--- src/rtl/spike_time_decoder.sv ---
// spike_time_decoder: temporal-code receiver for one decode window.
//
// Over one PERIOD-step window this block steps the shared time counter. It
// records the first step at which each spike line goes high, and reports the
// earliest-firing channel. Results hold between windows until the next start
// is accepted.
//
// Ports:
//   clk          system clock, rising edge
//   rst          synchronous active-high reset
//   start        single-cycle request to begin a window (accepted in IDLE/DONE)
//   spike_in     per-channel spike level, sampled every RUN cycle
//   time_val     current time step, fed back to the spike generators
//   busy         high while a window is running
//   done         one-cycle pulse at window completion
//   fired        per-channel "spike seen" flag
//   spike_time   per-channel first-spike step, lane i at [i*TW +: TW]
//   winner       lowest-index channel among the earliest spikes
//   winner_valid at least one channel fired, winner meaningful
module spike_time_decoder #(
  parameter int unsigned NUM_CH = 8,
  parameter int unsigned PERIOD = 8,
  parameter int unsigned TW     = 4,
  localparam int unsigned WW    = (NUM_CH > 1) ? $clog2(NUM_CH) : 1
) (
  input  logic                 clk,
  input  logic                 rst,
  input  logic                 start,
  input  logic [NUM_CH-1:0]    spike_in,
  output logic [TW-1:0]        time_val,
  output logic                 busy,
  output logic                 done,
  output logic [NUM_CH-1:0]    fired,
  output logic [NUM_CH*TW-1:0] spike_time,
  output logic [WW-1:0]        winner,
  output logic                 winner_valid
);

  typedef enum logic [1:0] {StIdle, StRun, StDone} state_e;

  localparam logic [TW-1:0] LastStep = TW'(PERIOD - 1);
  localparam logic [TW-1:0] NoSpike  = TW'(PERIOD);

  state_e                 state_q, state_d;
  logic [TW-1:0]          time_q, time_d;
  logic                   busy_q, busy_d;
  logic                   done_q, done_d;
  logic [NUM_CH-1:0]      fired_q, fired_d;
  logic [NUM_CH*TW-1:0]   lanes_q, lanes_d;
  logic [WW-1:0]          winner_q, winner_d;
  logic                   wv_q, wv_d;

  logic [NUM_CH-1:0]      new_hits;
  logic [WW-1:0]          first_hit;
  logic                   accept;

  // Only channels that have not fired yet can register a spike.
  always_comb begin
    new_hits  = spike_in & ~fired_q;
    first_hit = '0;
    for (int i = NUM_CH - 1; i >= 0; i--) begin
      if (new_hits[i]) first_hit = WW'(i);
    end
  end

  always_comb begin
    state_d  = state_q;
    time_d   = time_q;
    fired_d  = fired_q;
    lanes_d  = lanes_q;
    winner_d = winner_q;
    wv_d     = wv_q;
    accept   = 1'b0;

    unique case (state_q)
      StIdle: begin
        time_d = '0;
        accept = start;
      end
      StRun: begin
        for (int i = 0; i < NUM_CH; i++) begin
          if (new_hits[i]) lanes_d[i*TW +: TW] = time_q;
        end
        fired_d = fired_q | new_hits;
        if (!wv_q && (|new_hits)) begin
          winner_d = first_hit;
          wv_d     = 1'b1;
        end
        if (time_q == LastStep) begin
          state_d = StDone;
          time_d  = '0;
        end else begin
          time_d = time_q + TW'(1);
        end
      end
      StDone: begin
        state_d = StIdle;
        accept  = start;
      end
      default: state_d = StIdle;
    endcase

    // Starting a window wipes the previous results.
    if (accept) begin
      state_d  = StRun;
      time_d   = '0;
      fired_d  = '0;
      lanes_d  = {NUM_CH{NoSpike}};
      winner_d = '0;
      wv_d     = 1'b0;
    end

    busy_d = (state_d == StRun);
    done_d = (state_d == StDone);
  end

  always_ff @(posedge clk) begin
    if (rst) begin
      state_q  <= StIdle;
      time_q   <= '0;
      busy_q   <= 1'b0;
      done_q   <= 1'b0;
      fired_q  <= '0;
      lanes_q  <= '0;
      winner_q <= '0;
      wv_q     <= 1'b0;
    end else begin
      state_q  <= state_d;
      time_q   <= time_d;
      busy_q   <= busy_d;
      done_q   <= done_d;
      fired_q  <= fired_d;
      lanes_q  <= lanes_d;
      winner_q <= winner_d;
      wv_q     <= wv_d;
    end
  end

  assign time_val     = time_q;
  assign busy         = busy_q;
  assign done         = done_q;
  assign fired        = fired_q;
  assign spike_time   = lanes_q;
  assign winner       = winner_q;
  assign winner_valid = wv_q;

endmodule

--- config.mk ---
export PLATFORM = sky130hd
export DESIGN_NAME = spike_time_decoder
export DESIGN_NICKNAME = d
export VERILOG_FILES = /design/src/rtl/spike_time_decoder.sv
export SDC_FILE = /design/constraint.sdc
export NUM_CORES = 1
export LEC_CHECK = 0
export CAP_MARGIN = 15
export CORE_ASPECT_RATIO = 0.5
export CORE_MARGIN = 2
export CORE_UTILIZATION = 50
export CTS_CLUSTER_DIAMETER = 80
export DETAILED_ROUTE_END_ITERATION = 8
export HOLD_SLACK_MARGIN = 0.06
export PLACE_DENSITY_LB_ADDON = 0.1
export SYNTH_ARGS = -nofsm -noshare
export SYNTH_HDL_FRONTEND = slang
export SYNTH_SLANG_ARGS = --single-unit
--- constraint.sdc ---
create_clock -name clk -period 3.5 [get_ports clk]
set_clock_uncertainty 0.05 [all_clocks]
set_input_delay 0.35 -clock clk [delete_from_list [all_inputs] [get_ports clk]]
set_output_delay 0.35 -clock clk [all_outputs]
set_load 0.02 [all_outputs]
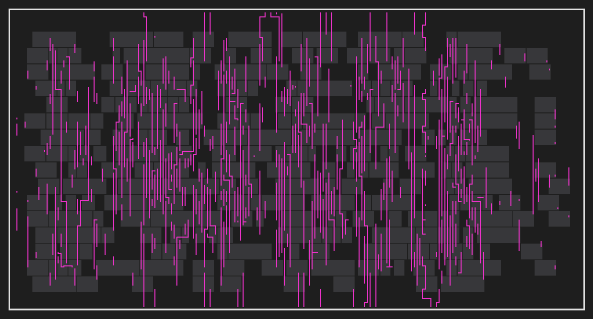
Fig. 1. Met2 routing (run 1).
(6 px per um) Cells faint in the background.
- wire length on this layer: 2250 um
- share of all routed wire: 44%
- longest straight run: 24.8 um
WL final: 5.10 mm
detailed-route via count: 1899
GR Util met2: 34.6%

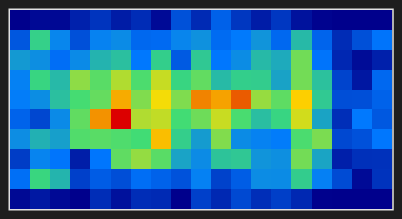
Fig. 2. Wiring heat map (run 1).
(4 px per um) The die is cut into 19 by 10 equal tiles; dark blue is low, red is high, scaled to the fullest tile. Values are wire area over tile area, all layers added.
- nearly empty tiles: 7.9%
- tiles over half the peak: 22%
- densest ninth of the die: center
- fullest tile: 0.57
- mean over tiles: 0.17

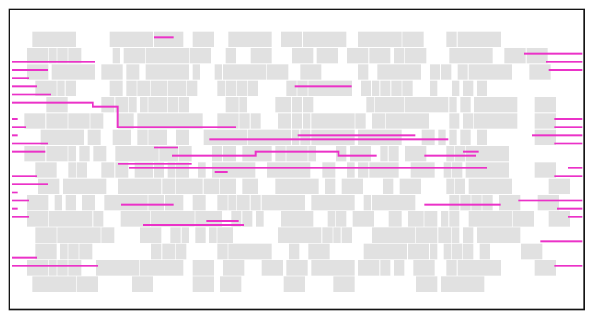
Fig. 3. The metal 3 layer (run 1).
(6 px per um) Cells faint in the background.
- longest straight run: 59.3 um
- share of all routed wire: 8.5%
- wire length on this layer: 433 um

==> out/metrics.yaml, run 1 <==
outcome:
  outcome: "complete, no violations"
cells_and_area:
  fin_cells: 352
  layout_top_cell: "clkdlybuf4s50_1"
  postLayoutCellArea_mm2: 0.00282
  area_delta_synth_final_pct: 34.3
  comb_share_pct: 34.0
  nNonClkBuffers: 63
  finish.utilization_pct: 71.0
  layout.nets: 309
  inverters: 2
  comb_area_um2: 957
  nClkBuffers: 6
  largest_reg_flops: 32
  diodes: 0
timing:
  setup_viol: 0
  post-route-period-util_pct: 59.7
  drv_slew: 0
  whs_ps: 427
  rsz0062_at_grt: "false"
  finalSetupTns_ps: 0
  worstMarginPinSlew_ps: 763
grt:
  grt_first_pass_wirelength_mm: 8.18
  busiest_layer: "met2"
  grt_pass1_vias: 1697
  grt_use_total_pct: 22.5
place:
  dpl.cell_count: 343
  place_congestion: 0.829
  place_ws_ps: 1270
power_and_ir_drop:
  p_comb_share_pct: 14.0
  power.total_mw: 1.21
  p_leak_nw: 0.933
  power_combinational_uw: 170
  clk-power_uw: 419
  p_seq_share_pct: 51.4
  maxPowerGroup: "registers"
  power.switching_uw: 318
setup_path:
  crit_path_start_kind: "flop"
  crit_arrival_ps: 1690
  path_buffers: 1
  cp_num_cells: 1
  crit_slowest_cell: "clkdlybuf4s50_1"
  end_kind: "primary output"
  path_max_fanout: 12
  crit_type: "flop to primary output"
  reg2reg_depth: 4
  crit_required_ps: 3100
  slowest_delay_ps: 710
die:
  fp_util_pct: 52.9
  design.core.area_mm2: 0.00396
  taps: 54
  die_h_um: 49.8
  dieArea_mm2: 0.00476
synthesis:
  synthDominantCellAreaShare_pct: 49.7
  topCellsByArea: "dfxtp_1 (50%), a21oi_1 (11%), o21ai_1 (6.2%), nand2_1 (4.8%), mux2i_1 (3.8%)"
  avgSynthCellArea_um2: 8.59
  yosys_warnings: 0
  synth.comb.largest_family: "AND-OR/OR-AND gates"
  ys_types: 35
  yosysCellCount: 244
  synthesis.instances: 244
  simple_gate_area_share_pct: 19.5
  synthesis.nets: 256
  yosysTopAreaCell: "dfxtp_1"
  ys_sh_xor_pct: 0
  ys_seq_share_pct: 49.7
  synthAoiAreaFrac_pct: 21.7
  async_reset_ff_share_pct: 0
  synth_adder_area_share_pct: 0.597
  ys.flop_type: "dfxtp_1"
cts:
  ctsRootBufferMaster: "clkbuf_8"
  cts_resized: 0
  cts_tree: "built"
  htree_levels: 2
  clk_latency_ps: 310
  numCtsBuffers: 5
  cts_hold_buf: 0
drt:
  wl_met1_mm: 2.39
  ant_nets: 0
  wl_per_cell_um: 14.5
  drc: 0
hold_path:
  min_path_type: "flop to flop"
  hold_depth: 2
-- run 1: kinds of logic (layout without fill, tap and decap cells) --
family	count (synthesis)	in the layout
adder cells (fa/ha/maj)	1	1
multiplexers	8	8
flip-flops	52	52
AND/OR/NAND/NOR	79	79
buffers and inverters	19	73
AND-OR/OR-AND	85	85
-- run 1: worst paths after layout --
path | endpoint | startpoint
max | time_val[1] | time_val[1]$_SDFFE_PP0N_
min | winner[2]$_SDFFE_PP0P_ | winner[2]$_SDFFE_PP0P_
min reg2reg | winner[2]$_SDFFE_PP0P_ | winner[2]$_SDFFE_PP0P_
max reg2reg | winner[2]$_SDFFE_PP0P_ | state_q[0]$_SDFF_PP0_
## Run 2: what changed since run 1
--- a/config.mk
+++ b/config.mk
@@ -8,7 +8,7 @@
 export CAP_MARGIN = 15
 export CORE_ASPECT_RATIO = 0.5
 export CORE_MARGIN = 2
-export CORE_UTILIZATION = 50
+export CORE_UTILIZATION = 42
 export CTS_CLUSTER_DIAMETER = 80
 export DETAILED_ROUTE_END_ITERATION = 8
 export HOLD_SLACK_MARGIN = 0.06
==> constraint.sdc (replaced) <==
create_clock -name clk -period 1.8 [get_ports clk]
set_clock_uncertainty 0.05 [all_clocks]
set_input_delay 0.18 -clock clk [delete_from_list [all_inputs] [get_ports clk]]
set_output_delay 0.18 -clock clk [all_outputs]
set_load 0.02 [all_outputs]
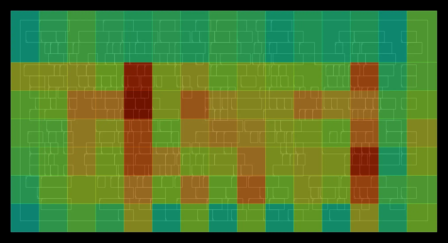
Fig. 4. Routing congestion (run 2).
M3 GR Usage: 5.57%
GR Util met2: 30.5%
post-layout util: 59.6%
busiest grt layer: met2
GRT Total Usage: 19.5%

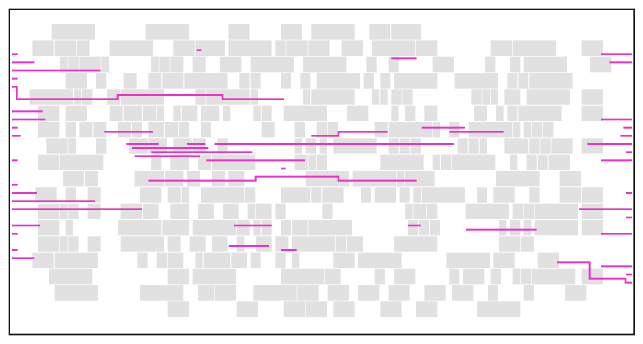
Fig. 5. The metal 3 layer (run 2).
(6 px per um) Cells faint in the background.
- wire length on this layer: 411 um
- nets with wire on the layer: 46
WL final: 5.55 mm
detailed-route via count: 1973

==> run 2 against run 1 <==
  * Routed wire length rose by 8.9%
  * Sequential cell count did not move
  * Non-clock buffer count rose by 9
  * Register-to-register slack got worse by 1500 ps
  * Largest power group unchanged
  * Core utilization fell by 11 points
  * Cell count rose by 7.1%
  * Clock-buffer cell count fell by 1
  * Combinational power rose by 110%
  * Critical path depth rose by 4
  * Sequential share of layout area fell by 1.1 points
  * Clock power rose by 64%
  * Area after synthesis did not move
==> out/metrics.yaml, run 2 <==
setup_path:
  crit_arrival_ps: 1730
  r2r-start: "state_q[0]$_SDFF_PP0_"
  slowest_delay_ps: 450
  r2r-end: "spike_time[15]$_SDFFE_PP0P_"
  crit_path_start_kind: "flop"
  reg2reg_depth: 5
  setup.worst_path.start: "state_q[0]$_SDFF_PP0_"
  end_kind: "flop"
  path_max_fanout: 26
  crit_slowest_cell: "dfxtp_1"
  cp-endpoint: "spike_time[15]$_SDFFE_PP0P_"
  path_buffers: 1
  crit_required_ps: 1960
  crit_type: "flop to flop"
  cp_num_cells: 5
cts:
  postCtsSetupBuffers: 0
  cts_tree: "built"
  cts_resized: 0
  numCtsBuffers: 5
  ctsRootBufferMaster: "clkbuf_8"
  cts_hold_buf: 0
  path_clk_slew_ps: 100
  clk_latency_ps: 310
  htree_levels: 2
timing:
  worstMarginPinSlew_ps: 429
  whs_ps: 434
  setup_viol: 0
  rsz0062_at_grt: "false"
  min_period_ps: 1570
  fmax_mhz: 637
  post-route-period-util_pct: 87.3
  drv_slew: 0
  hold_violations: 0
  finalSetupTns_ps: 0
synthesis:
  yosysTopAreaCell: "dfxtp_1"
  yosysCellCount: 244
  ys_sh_xor_pct: 0
  ys_seq_share_pct: 49.7
  simple_gate_area_share_pct: 19.5
  ys_area_mm2: 0.00210
  synthesis.nets: 256
  synth.area.mux_share_pct: 3.82
  ys.flop_type: "dfxtp_1"
  synthAoiAreaFrac_pct: 21.7
  synth_adder_area_share_pct: 0.597
  synth.comb.largest_family: "AND-OR/OR-AND gates"
  synthesis.instances: 244
  async_reset_ff_share_pct: 0
  synthDominantCellAreaShare_pct: 49.7
  yosys_warnings: 0
  avgSynthCellArea_um2: 8.59
  ys_types: 35
  numSynthFlops: 52
  topCellsByArea: "dfxtp_1 (50%), a21oi_1 (11%), o21ai_1 (6.2%), nand2_1 (4.8%), mux2i_1 (3.8%)"
  synth.most_common_cell: "dfxtp_1"
drt:
  drc: 0
  wl_per_cell_um: 14.7
  ant_nets: 0
  wl_met1_mm: 2.70
cells_and_area:
  layout.nets: 318
  postLayoutCellArea_mm2: 0.00290
  area_delta_synth_final_pct: 38.4
  regArea_mm2: 0.00104
  layout_top_cell: "clkdlybuf4s50_1"
  fillCellCount: 462
  fin_cells: 377
  largest_reg_flops: 32
  diodes: 0
  comb_area_um2: 957
die:
  die_w_um: 104
  die_h_um: 54.0
  design.core.area_mm2: 0.00486
  fp_util_pct: 43.1
  dieArea_mm2: 0.00561
hold_path:
  hp-start: "winner[2]$_SDFFE_PP0P_"
  hold_depth: 2
  min_path_type: "flop to flop"
  min_to: "winner[2]$_SDFFE_PP0P_"
outcome:
  outcome: "complete, no violations"
place:
  dpl.cell_count: 369
  place_congestion: 0.782
  place.port_buffers: 60
grt:
  grt_first_pass_wirelength_mm: 8.22
  antenna_found_initial: 0
  grt_pass1_vias: 1608
power_and_ir_drop:
  p_leak_nw: 0.980
-- run 2: metrics by stage --
stage | power (mW) | setup WS, ps | util (%)
after CTS | 2.28 | 225 | 59.6
after global placement | 1.58 | 188 | 57.7
after detailed placement | 1.59 | 150 | 57.7
after global routing | 2.35 | 67.3 | 59.6
final | 2.25 | 229 | 59.6
after floorplan | 1.44 | 350 | -
-- run 2: layout make-up --
class,count,area share [%]
multi-input cells,173,33.0
repair buffers,72,24.7
flip-flops and latches,52,35.9
clock buffers,5,2.37
well taps,70,3.02
inverters,2,0.259
clock inverters,3,0.777
-- run 2: power breakdown --
part / switching (mW) / total, mW / internal [mW] / leakage, nW
Combinational: 0.208 / 0.357 / 0.149 / 0.509
Sequential: 0.0237 / 1.21 / 1.18 / 0.423
Clock: 0.410 / 0.689 / 0.279 / 0.0485
Power and IR drop assume default switching activity.
